===== config.mk =====
export PLATFORM = sky130hd
export DESIGN_NAME = pw_pattern_generator
export DESIGN_NICKNAME = d
export VERILOG_FILES = /design/src/rtl/pw_pattern_generator.sv
export SDC_FILE = /design/constraint.sdc
export NUM_CORES = 1
export LEC_CHECK = 0
export CORE_ASPECT_RATIO = 1.5
export CORE_MARGIN = 5
export CORE_UTILIZATION = 48
export DETAILED_ROUTE_END_ITERATION = 10
export HOLD_SLACK_MARGIN = 0.1
export PLACE_DENSITY = 0.77
export SKIP_LAST_GASP = 1
export SYNTH_ARGS = -nofsm -noshare
export SYNTH_HDL_FRONTEND = slang
export SYNTH_SLANG_ARGS = --single-unit

===== constraint.sdc =====
create_clock -name fe_clk -period 2.25 [get_ports fe_clk]
set_input_delay 0.3375 -clock fe_clk [delete_from_list [all_inputs] [get_ports fe_clk]]
set_output_delay 0.3375 -clock fe_clk [all_outputs]
set_load 0.01 [all_outputs]

===== src/rtl/pw_pattern_generator.sv =====
// Transmit-side pattern generator: streams a latched byte pattern, optionally repeated with idle gaps.
// Define PW_PATGEN_FRAME_EN to add the O_capturing run-framing output.
module pw_pattern_generator #(
  parameter int pPATTERN_BYTES = 8,
  parameter int pGAP_BITS      = 8
) (
  input  logic                        fe_clk,
  input  logic                        reset_n,
  input  logic                        I_start,
  input  logic                        I_abort,
  input  logic [pPATTERN_BYTES*8-1:0] I_pattern,
  input  logic [7:0]                  I_pattern_bytes,
  input  logic [pGAP_BITS-1:0]        I_gap,
  input  logic [7:0]                  I_repeat,
  input  logic                        I_ready,
  output logic [7:0]                  O_fe_data,
  output logic                        O_fe_data_valid,
  output logic                        O_busy,
`ifdef PW_PATGEN_FRAME_EN
  output logic                        O_capturing,
`endif
  output logic                        O_done
);

  localparam int                   IW      = (pPATTERN_BYTES > 1) ? $clog2(pPATTERN_BYTES) : 1;
  localparam logic [7:0]           MAX_LEN = 8'(pPATTERN_BYTES);
  localparam logic [pGAP_BITS-1:0] GAP_ONE = pGAP_BITS'(1);

  typedef enum logic [1:0] {IDLE, SEND, GAP, FIN} state_t;
  state_t state, state_nxt;

  logic [pPATTERN_BYTES-1:0][7:0] pat;
  logic [7:0]           len, reps, rep_cnt, idx, start_len;
  logic [pGAP_BITS-1:0] gap, gap_cnt;
  logic                 launch, xfer, end_of_pat, last_byte;

  assign start_len  = (I_pattern_bytes > MAX_LEN) ? MAX_LEN : I_pattern_bytes;
  assign launch     = (state == IDLE) && I_start && !I_abort;
  assign xfer       = (state == SEND) && I_ready;
  assign end_of_pat = (idx == len - 8'd1);
  assign last_byte  = end_of_pat && (rep_cnt == reps);

  always_ff @(posedge fe_clk or negedge reset_n) begin
    if (!reset_n) state <= IDLE;
    else          state <= state_nxt;
  end

  always_comb begin
    state_nxt = state;
    case (state)
      IDLE: if (launch) state_nxt = (start_len == 8'd0) ? FIN : SEND;
      SEND: if (xfer) begin
        if (last_byte)        state_nxt = FIN;
        else if (gap != '0)   state_nxt = GAP;
      end
      GAP:  if (gap_cnt <= GAP_ONE) state_nxt = SEND;
      FIN:  state_nxt = IDLE;
      default: state_nxt = IDLE;
    endcase
    // Abort overrides every transition outside IDLE; a same-cycle transfer still lands.
    if (state != IDLE && I_abort) state_nxt = IDLE;
  end

  always_ff @(posedge fe_clk or negedge reset_n) begin
    if (!reset_n) begin
      pat     <= '0;
      len     <= '0;
      gap     <= '0;
      reps    <= '0;
      idx     <= '0;
      rep_cnt <= '0;
      gap_cnt <= '0;
    end else if (launch) begin
      pat     <= I_pattern;
      len     <= start_len;
      gap     <= I_gap;
      reps    <= I_repeat;
      idx     <= '0;
      rep_cnt <= '0;
    end else if (xfer && !last_byte) begin
      gap_cnt <= gap;
      if (end_of_pat) begin
        idx     <= '0;
        rep_cnt <= rep_cnt + 8'd1;
      end else begin
        idx     <= idx + 8'd1;
      end
    end else if (state == GAP) begin
      gap_cnt <= gap_cnt - GAP_ONE;
    end
  end

  assign O_fe_data_valid = (state == SEND);
  assign O_fe_data       = O_fe_data_valid ? pat[idx[IW-1:0]] : 8'h00;
  assign O_busy          = (state == SEND) || (state == GAP);
  assign O_done          = (state == FIN);

`ifdef PW_PATGEN_FRAME_EN
  always_ff @(posedge fe_clk or negedge reset_n) begin
    if (!reset_n) O_capturing <= 1'b0;
    else          O_capturing <= (state_nxt == SEND) || (state_nxt == GAP);
  end
`endif

endmodule


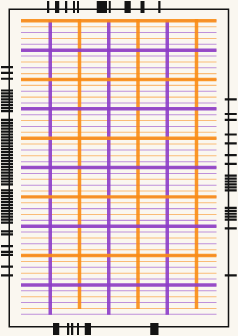
(images/pdn.png)
Pins as bars on the die edge.
[purple] VSS
[orange] VDD
signal pins: 104
met5 straps: 10

==> flow_metrics.tcl <==
# implementation run metrics
set metrics [dict create \
    clockBufferCount 17 \
    grt_pass1_vias 5561 \
    clk_path_buf_depth 2 \
    start_kind "flip-flop" \
    grt_pass1_wl_mm 26.0 \
    dieWidth_um 101 \
    seq_cell_count 114 \
    violations "setup timing" \
    antenna_found_initial 0 \
    ios 104 \
    n_antenna_cell 0 \
    maxCapViolCount 0 \
    cpMaxStageDelayCell "dfrtp_1" \
    cp_cell_sequence "inv_2, ha_4, nor3b_4, nor4b_4, buf_4, o31ai_4, o31ai_4, buf_4, clkbuf_16, o21ai_0, o211ai_1" \
    ys.flops 114 \
    syn-cell-area_um2 5960 \
    via_count 5291 \
    cp_max_fo 4 \
    power.group.top "combinational logic" \
    yosys-stat-area_um2 5960 \
    maxUsedRoutingLayer "met4" \
    finalSetupTns_ps -605 \
    warnings 32 \
    cts-root-buf "clkbuf_16" \
    place_inst 911 \
    setup_ws_ps -145 \
    comb_area_um2 3130 \
    drt_iter0_drc 460 \
    portBuffers 103 \
    largest-register "pat" \
    seq_power_mw 3.56 \
    dpl.hpwl_mm 10.8 \
    status "complete, but fails checks" \
    finalClockSkew_ps 13.1 \
    num_rows 50 \
    power.switching_mw 3.77 \
    syn_to_final_growth_pct 40.0 \
    grt-ovfl-total 0 \
    wl_met1_mm 6.15 \
    switching_share 0.367 \
    synth_nets 743 \
    setup_viol 17 \
    reg2reg_slack_ps -150 \
    clk_latency_ps 420 \
    chipArea_um2 14800 \
    gp_congestion 0.866 \
    postCtsResizedCells 42 \
]
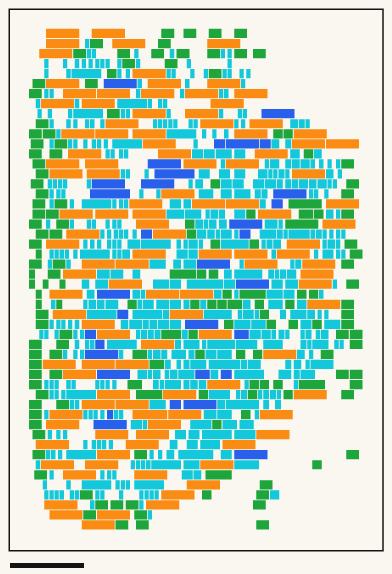
(images/cell_classes.png)
Scale bar: 20 um.
[green] other buffers and delay cells | cells: 157 | share of their area: 19%
[blue] clock drivers and dummy loads | cells: 32 | share of their area: 7.4%
[orange] flip-flops | cells: 114 | share of their area: 35%
[cyan] all other logic | cells: 498 | share of their area: 39%
Placeable Area: 12,300 um2
fin area: 8340 um2
Core Util, Final: 0.677

-- layer usage --
metal | track usage | vias to the layer above
met5 | 0 | -
met4 | 0.106 | 0
met3 | 0.0459 | 53
met2 | 0.389 | 258
met1 | 0.253 | 2525
li1 | - | 2455
-- synth_stat cells (all sizes together), types with 3 or more instances --
library cell,instances
mux2i,10
nor3,11
nand4,6
clkbuf,16
nor4,7
or4,5
nand3,18
dfrtp,114
o21ai,14
inv,10
a21oi,9
xor2,15
nand4b,3
and2,11
a31oi,7
nor2,15
and3,3
ha,9
nand2,271
o31ai,3
nand2b,4
nor2b,8
xnor2,5
buf,13
mux4,16
o211ai,7
-- cells by family after synthesis --
| kind of cell | count (synthesis) | synth area share |
|---|---|---|
| and+or+nand+nor | 375 | 0.282 |
| DFF | 114 | 0.479 |
| AOI/OAI and AO/OA | 54 | 0.0712 |
| buffers and inverters | 39 | 0.0284 |
| muxes | 28 | 0.0817 |
| xor gates and xnor gates | 22 | 0.0389 |
| adders and majority gates | 9 | 0.0189 |
-- through the flow --
step	worst slack [ps]	utilization
final	-145	0.677
after detailed placement	-129	0.603
after floorplan	35.6	-
after CTS	-92.0	0.658
after global placement	0.114	0.603
after global routing	-245	0.677
-- how the worst max path moves through the flow --
stage	startpoint	end
after floorplan	len[0]	rep_cnt[5]
after CTS	idx[0]	O_fe_data[7]
after detailed placement	len[1]	rep_cnt[6]
after global placement	len[0]	rep_cnt[6]
final	len[1]	gap_cnt[7]
after global routing	len[0]	gap_cnt[7]
-- placed cells by master, fill, tap and decap left out, drive strengths merged, types with 14 or more instances in the layout --
master	instances
o21ai	14
clkbuf	19
nand2	271
dfrtp	114
mux4	16
inv	16
clkdlybuf4s50	94
nor2	15
xor2	15
buf	60
nand3	18
